## config.mk

```make
export PLATFORM = sky130hd
export DESIGN_NAME = pi_hsk_rx_flat
export DESIGN_NICKNAME = d
export VERILOG_FILES = /design/src/rtl/pi_hsk_rx_pkg.sv /design/src/rtl/pi_hsk_rx_if.sv /design/src/rtl/pi_hsk_rx_sync_fifo.sv /design/src/rtl/pi_hsk_rx.sv /design/src/flat_wrapper.sv
export SDC_FILE = /design/constraint.sdc
export NUM_CORES = 1
export LEC_CHECK = 0
export ABC_AREA = 1
export CAP_MARGIN = 20
export CORE_UTILIZATION = 35
export DETAILED_ROUTE_END_ITERATION = 7
export GPL_TIMING_DRIVEN = 0
export HOLD_SLACK_MARGIN = 0.08
export PLACE_DENSITY = 0.59
export SLEW_MARGIN = 20
export SYNTH_ARGS = -nofsm -noshare
export SYNTH_HDL_FRONTEND = slang
export SYNTH_SLANG_ARGS = --single-unit
```

## constraint.sdc

```tcl
create_clock -name clk -period 2.3 [get_ports clk]
set_clock_uncertainty 0.15 [all_clocks]
set_input_delay 0.46 -clock clk [delete_from_list [all_inputs] [get_ports clk]]
set_output_delay 0.46 -clock clk [all_outputs]
set_load 0.02 [all_outputs]
```

## src/rtl/pi_hsk_rx_pkg.sv

```systemverilog
// Shared link definitions for the Pi -> FPGA parallel receive path.
// Contents:
//   rx_state_e - handshake FSM state encodings (IDLE, ACK)
//   RX_CNT_W   - width of the accepted-word counter
package pi_hsk_rx_pkg;

    typedef enum logic {
        ST_IDLE = 1'b0,
        ST_ACK  = 1'b1
    } rx_state_e;

    localparam int RX_CNT_W = 16;

endpackage

```

## src/rtl/pi_hsk_rx_if.sv

```systemverilog
// Handshake and stream signal bundle for pi_hsk_rx.
// Signals:
//   pi_hsk_raw - Pi request, asynchronous to the FPGA clock
//   data       - Pi data bus, held stable by the Pi during a request
//   fpga_hsk   - acknowledge back to the Pi
//   m_data     - downstream head word
//   m_valid    - downstream word available
//   m_ready    - downstream accepts the head word
// Modports: slave = the receiver, master = Pi plus downstream sink.
interface pi_hsk_rx_if #(
    parameter int DATA_W = 8
);
    logic              pi_hsk_raw;
    logic [DATA_W-1:0] data;
    logic              fpga_hsk;
    logic [DATA_W-1:0] m_data;
    logic              m_valid;
    logic              m_ready;

    modport slave (
        input  pi_hsk_raw, data, m_ready,
        output fpga_hsk, m_data, m_valid
    );

    modport master (
        output pi_hsk_raw, data, m_ready,
        input  fpga_hsk, m_data, m_valid
    );
endinterface

```

## src/rtl/pi_hsk_rx_sync_fifo.sv

```systemverilog
// Synchronous first-word-fall-through FIFO.
// Ports:
//   clk, rst_n  - clock, asynchronous active-low reset (pointers only)
//   push/wdata  - write request and word; ignored while full
//   pop/rdata   - read request; rdata is the current head word
//   full/empty  - registered-state status
//   level       - occupancy, 0..DEPTH
module sync_fifo #(
    parameter int DATA_W = 8,
    parameter int DEPTH  = 8
) (
    input  logic                     clk,
    input  logic                     rst_n,
    input  logic                     push,
    input  logic [DATA_W-1:0]        wdata,
    input  logic                     pop,
    output logic [DATA_W-1:0]        rdata,
    output logic                     full,
    output logic                     empty,
    output logic [$clog2(DEPTH):0]   level
);
    localparam int AW = $clog2(DEPTH);

    logic [DATA_W-1:0] mem [DEPTH];
    logic [AW:0]       wr_ptr;
    logic [AW:0]       rd_ptr;
    logic              do_push;
    logic              do_pop;

    // Extra pointer MSB distinguishes full from empty when the indices match.
    assign full    = (wr_ptr[AW] != rd_ptr[AW]) && (wr_ptr[AW-1:0] == rd_ptr[AW-1:0]);
    assign empty   = (wr_ptr == rd_ptr);
    assign level   = wr_ptr - rd_ptr;
    assign rdata   = mem[rd_ptr[AW-1:0]];

    // Full is taken from registered state, so a same-cycle pop never frees room.
    assign do_push = push && !full;
    assign do_pop  = pop && !empty;

    always_ff @(posedge clk or negedge rst_n) begin
        if (!rst_n) begin
            wr_ptr <= '0;
            rd_ptr <= '0;
        end else begin
            if (do_push) wr_ptr <= wr_ptr + 1'b1;
            if (do_pop)  rd_ptr <= rd_ptr + 1'b1;
        end
    end

    always_ff @(posedge clk) begin
        if (do_push) mem[wr_ptr[AW-1:0]] <= wdata;
    end
endmodule

```

## src/rtl/pi_hsk_rx.sv

```systemverilog
// Receive side of the Raspberry Pi -> FPGA parallel link.
// Synchronises the Pi request, runs the 4-phase req/ack handshake, stores each
// word in a FIFO and presents it on a valid/ready stream. The ack is withheld
// while the FIFO is full; a sticky flag reports a request that is never released.
// Ports:
//   clk         - system clock
//   reset_raw   - asynchronous active-low reset
//   link        - handshake / stream bundle (slave side)
//   level       - FIFO occupancy
//   rx_count    - words accepted since reset, wraps
//   err_timeout - sticky: ack held TIMEOUT cycles without request release
//   err_clr     - clears err_timeout (a same-cycle set wins)
module pi_hsk_rx
    import pi_hsk_rx_pkg::*;
#(
    parameter int DATA_W      = 8,
    parameter int DEPTH       = 8,
    parameter int SYNC_STAGES = 2,
    parameter int TIMEOUT     = 1024
) (
    input  logic                   clk,
    input  logic                   reset_raw,
    pi_hsk_rx_if.slave             link,
    output logic [$clog2(DEPTH):0] level,
    output logic [RX_CNT_W-1:0]    rx_count,
    output logic                   err_timeout,
    input  logic                   err_clr
);
    localparam int TW = $clog2(TIMEOUT + 1);

    logic [SYNC_STAGES-1:0] sync_q;
    logic                   req_s;
    rx_state_e              state_q, state_d;
    logic                   push;
    logic                   fifo_full;
    logic                   fifo_empty;
    logic                   tcnt_clr;
    logic                   tcnt_inc;
    logic                   tmo_hit;
    logic [TW-1:0]          tcnt_q;
    logic [RX_CNT_W-1:0]    rx_cnt_q;

    // Request synchroniser; data is deliberately not registered since the Pi
    // holds it stable for the whole request phase.
    always_ff @(posedge clk or negedge reset_raw) begin
        if (!reset_raw) sync_q <= '0;
        else            sync_q <= {sync_q[SYNC_STAGES-2:0], link.pi_hsk_raw};
    end
    assign req_s = sync_q[SYNC_STAGES-1];

    always_ff @(posedge clk or negedge reset_raw) begin
        if (!reset_raw) state_q <= ST_IDLE;
        else            state_q <= state_d;
    end

    always_comb begin
        state_d  = state_q;
        push     = 1'b0;
        tcnt_clr = 1'b0;
        tcnt_inc = 1'b0;
        case (state_q)
            ST_IDLE: begin
                // A full FIFO simply leaves the Pi waiting with no ack.
                if (req_s && !fifo_full) begin
                    push     = 1'b1;
                    tcnt_clr = 1'b1;
                    state_d  = ST_ACK;
                end
            end
            ST_ACK: begin
                if (!req_s) state_d  = ST_IDLE;
                else        tcnt_inc = 1'b1;
            end
            default: state_d = ST_IDLE;
        endcase
    end

    // The ack is the state flop itself, so it is glitch-free toward the Pi.
    assign link.fpga_hsk = (state_q == ST_ACK);

    // Counter saturates at TIMEOUT; the flag sets only on the step that
    // reaches it, so a clear while the request is still held stays cleared.
    assign tmo_hit = tcnt_inc && (tcnt_q == TW'(TIMEOUT - 1));

    always_ff @(posedge clk or negedge reset_raw) begin
        if (!reset_raw)                                 tcnt_q <= '0;
        else if (tcnt_clr)                              tcnt_q <= '0;
        else if (tcnt_inc && tcnt_q != TW'(TIMEOUT))    tcnt_q <= tcnt_q + 1'b1;
    end

    always_ff @(posedge clk or negedge reset_raw) begin
        if (!reset_raw)   err_timeout <= 1'b0;
        else if (tmo_hit) err_timeout <= 1'b1;
        else if (err_clr) err_timeout <= 1'b0;
    end

    always_ff @(posedge clk or negedge reset_raw) begin
        if (!reset_raw) rx_cnt_q <= '0;
        else if (push)  rx_cnt_q <= rx_cnt_q + 1'b1;
    end
    assign rx_count = rx_cnt_q;

    sync_fifo #(
        .DATA_W (DATA_W),
        .DEPTH  (DEPTH)
    ) u_fifo (
        .clk   (clk),
        .rst_n (reset_raw),
        .push  (push),
        .wdata (link.data),
        .pop   (link.m_valid && link.m_ready),
        .rdata (link.m_data),
        .full  (fifo_full),
        .empty (fifo_empty),
        .level (level)
    );

    assign link.m_valid = !fifo_empty;
endmodule

```

## src/flat_wrapper.sv

```systemverilog
// flat-port wrapper written by rule: the top's interface ports become plain ports
module pi_hsk_rx_flat import pi_hsk_rx_pkg::*;
#(
    parameter int DATA_W      = 8,
    parameter int DEPTH       = 8,
    parameter int SYNC_STAGES = 2,
    parameter int TIMEOUT     = 1024
)
  (clk, reset_raw, level, rx_count, err_timeout, err_clr, link_pi_hsk_raw, link_data, link_m_ready, link_fpga_hsk, link_m_data, link_m_valid);
  pi_hsk_rx_if #(.DATA_W(DATA_W)) link_i ();
  input  logic clk;
  input  logic reset_raw;
  output logic [$clog2(DEPTH):0] level;
  output logic [RX_CNT_W-1:0] rx_count;
  output logic err_timeout;
  input  logic err_clr;
  input wire logic [$bits(link_i.pi_hsk_raw)-1:0] link_pi_hsk_raw;
  input wire logic [$bits(link_i.data)-1:0] link_data;
  input wire logic [$bits(link_i.m_ready)-1:0] link_m_ready;
  output wire logic [$bits(link_i.fpga_hsk)-1:0] link_fpga_hsk;
  output wire logic [$bits(link_i.m_data)-1:0] link_m_data;
  output wire logic [$bits(link_i.m_valid)-1:0] link_m_valid;
  assign link_i.pi_hsk_raw = link_pi_hsk_raw;
  assign link_i.data = link_data;
  assign link_i.m_ready = link_m_ready;
  assign link_fpga_hsk = link_i.fpga_hsk;
  assign link_m_data = link_i.m_data;
  assign link_m_valid = link_i.m_valid;
  pi_hsk_rx #(.DATA_W(DATA_W), .DEPTH(DEPTH), .SYNC_STAGES(SYNC_STAGES), .TIMEOUT(TIMEOUT)) u_core (.clk(clk), .reset_raw(reset_raw), .link(link_i), .level(level), .rx_count(rx_count), .err_timeout(err_timeout), .err_clr(err_clr));
endmodule
```

==> flow_metrics.tcl <==
# flow metrics
set metrics [dict create \
    outcome "complete, but fails checks" \
    violations "setup timing" \
    post_drt_via_cell_ratio 5.01 \
    final_layout_size_suffix_gt1_share_pct 24.1 \
    worst-endpoint-arrival_ns 1.88 \
    synth.avg_cell_area_um2 9.72 \
    drc 0 \
    pre_cts_ws_ns -0.796 \
    synth_dominant_cell_count "nand2_1" \
    die_width_um 119 \
    pwr-share-comb_pct 52.3 \
    whs_ns 0.211 \
    wire_per_inst_um 15.9 \
    grt_use_met3_pct 3.98 \
    vias 3827 \
    start_kind "register" \
    worstMarginPinSlew_ns 0.486 \
    highest_layer "met4" \
    grt_pass1_wl_um 19300 \
    signal_buffers 94 \
    ios 44 \
    ir_drop_mv 0.547 \
    critPathRequiredTime_ns 1.69 \
    largest_class "sequential cells" \
    syn_area_mm2 0.00480 \
    rsz0062_at_grt "yes" \
    crit_family "buffers and inverters" \
    rrSetupSlack_ns -0.02 \
    hold_class "reg2reg" \
    synthArstFlopShare_pct 37.9 \
    yosysChipArea_mm2 0.00480 \
    drtAntennaViolNets 0 \
    clk_pin_slew_ns 0.07 \
    p_int_mw 4.91 \
    area_growth_pct 36.5 \
    synthSimpleGateAreaFrac_pct 20.8 \
    switchingPower_mw 3.27 \
    grtUsageTotal_pct 17.6 \
    setup_viol 17 \
    reg2regPathDepth 13 \
    top_area_cell "edfxtp_1" \
    dpl_cell_area_mm2 0.00552 \
    logic_gate_count 333 \
    critPathBufInv 3 \
    insertion_delay_ns 0.34 \
    cts_hold_buf 1 \
    clockPowerShare_pct 18.0 \
    leakage_nw 2.61 \
    synth_top_area_share_pct 40.0 \
    path_max_fanout 3 \
    design_area_mm2 0.00655 \
    ctsLongestPathBuffers 2 \
    wl_met2_um 6030 \
    top_usage_layer "met2" \
    yosysSeqAreaShare_pct 60.4 \
    fin_ws_ns -0.191 \
    setup_tns_ns -0.725 \
    ys_warn_count 0 \
]
power groups by stage:
| stage | combinational (mW) | sequential (mW) | clock (mW) |
|---|---|---|---|
| after floorplan | 1.79 | 2.46 | 0 |
| after global placement | 2.98 | 2.47 | 0 |
| after detailed placement | 3.03 | 2.47 | 0 |
| after CTS | 3.59 | 2.42 | 1.50 |
| after global routing | 4.60 | 2.47 | 1.57 |
| final | 4.28 | 2.43 | 1.47 |
cells in the final DEF, fill, tap and decap left out, types with 10 or more instances in the layout:
master / Yosys / layout
nor2_4: 1 / 12
o21ai_2: 2 / 11
clkdlybuf4s50_1: 0 / 29
nand2_1: 129 / 120
nand4_1: 11 / 11
o22ai_1: 17 / 14
dfrtp_1: 39 / 37
inv_1: 41 / 37
clkbuf_16: 0 / 10
buf_6: 3 / 18
nor2_1: 66 / 47
o21ai_0: 47 / 31
nand3_1: 24 / 24
edfxtp_1: 64 / 64
o21ai_1: 3 / 10
buf_4: 1 / 20
worst paths after layout:
| check | end | startpoint |
|---|---|---|
| max | level[3] | u_core.u_fifo.rd_ptr[1] |
| min | u_core.sync_q[1] | u_core.sync_q[0] |
| max reg2reg | u_core.u_fifo.mem[4][0] | u_core.u_fifo.rd_ptr[1] |
| min reg2reg | u_core.sync_q[1] | u_core.sync_q[0] |
| max in group asynchronous | u_core.u_fifo.wr_ptr[1] | reset_raw |
| min in group asynchronous | u_core.tcnt_q[3] | reset_raw |
state kept, by name, indices dropped and copies added, names as in the netlist:
signal                count
u_core.u_fifo.wr_ptr      4
u_core.tcnt_q            11
u_core.rx_count          16
u_core.u_fifo.rd_ptr      4
u_core.err_timeout        1
u_core.link.fpga_hsk      1
u_core.sync_q             2
u_core.u_fifo.mem        64
### Metal 2

Cells faint in the background.
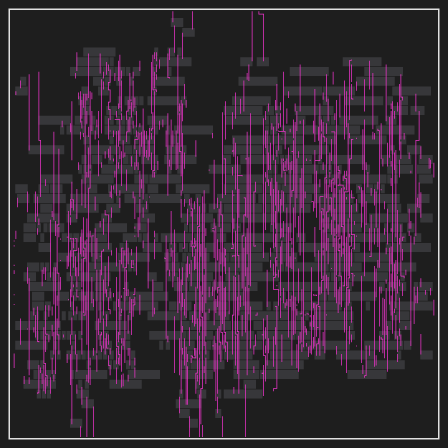
wire length on this layer = 6,030 um
nets with wire on the layer = 497
main direction = vertical
longest straight run = 64.6 um

### Register map, names as in the netlist

Other sequential cells in the stronger grey, the rest of the logic in the fainter grey.
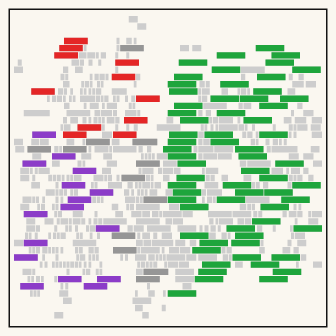
purple -> u_core.rx_count  # sequential cells 16
red -> u_core.tcnt_q  # sequential cells 11, where north-west
green -> u_core.u_fifo.mem  # sequential cells 64
not coloured = 12

### Cell outlines without signal wires

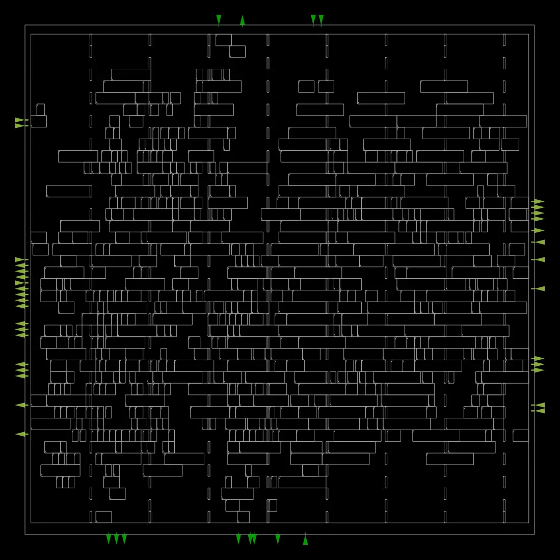
Flops: 103
core area: 0.0133 mm^2
Cell Rows: 42
tap cells: 176

Power is estimated from default activity; no workload was simulated.
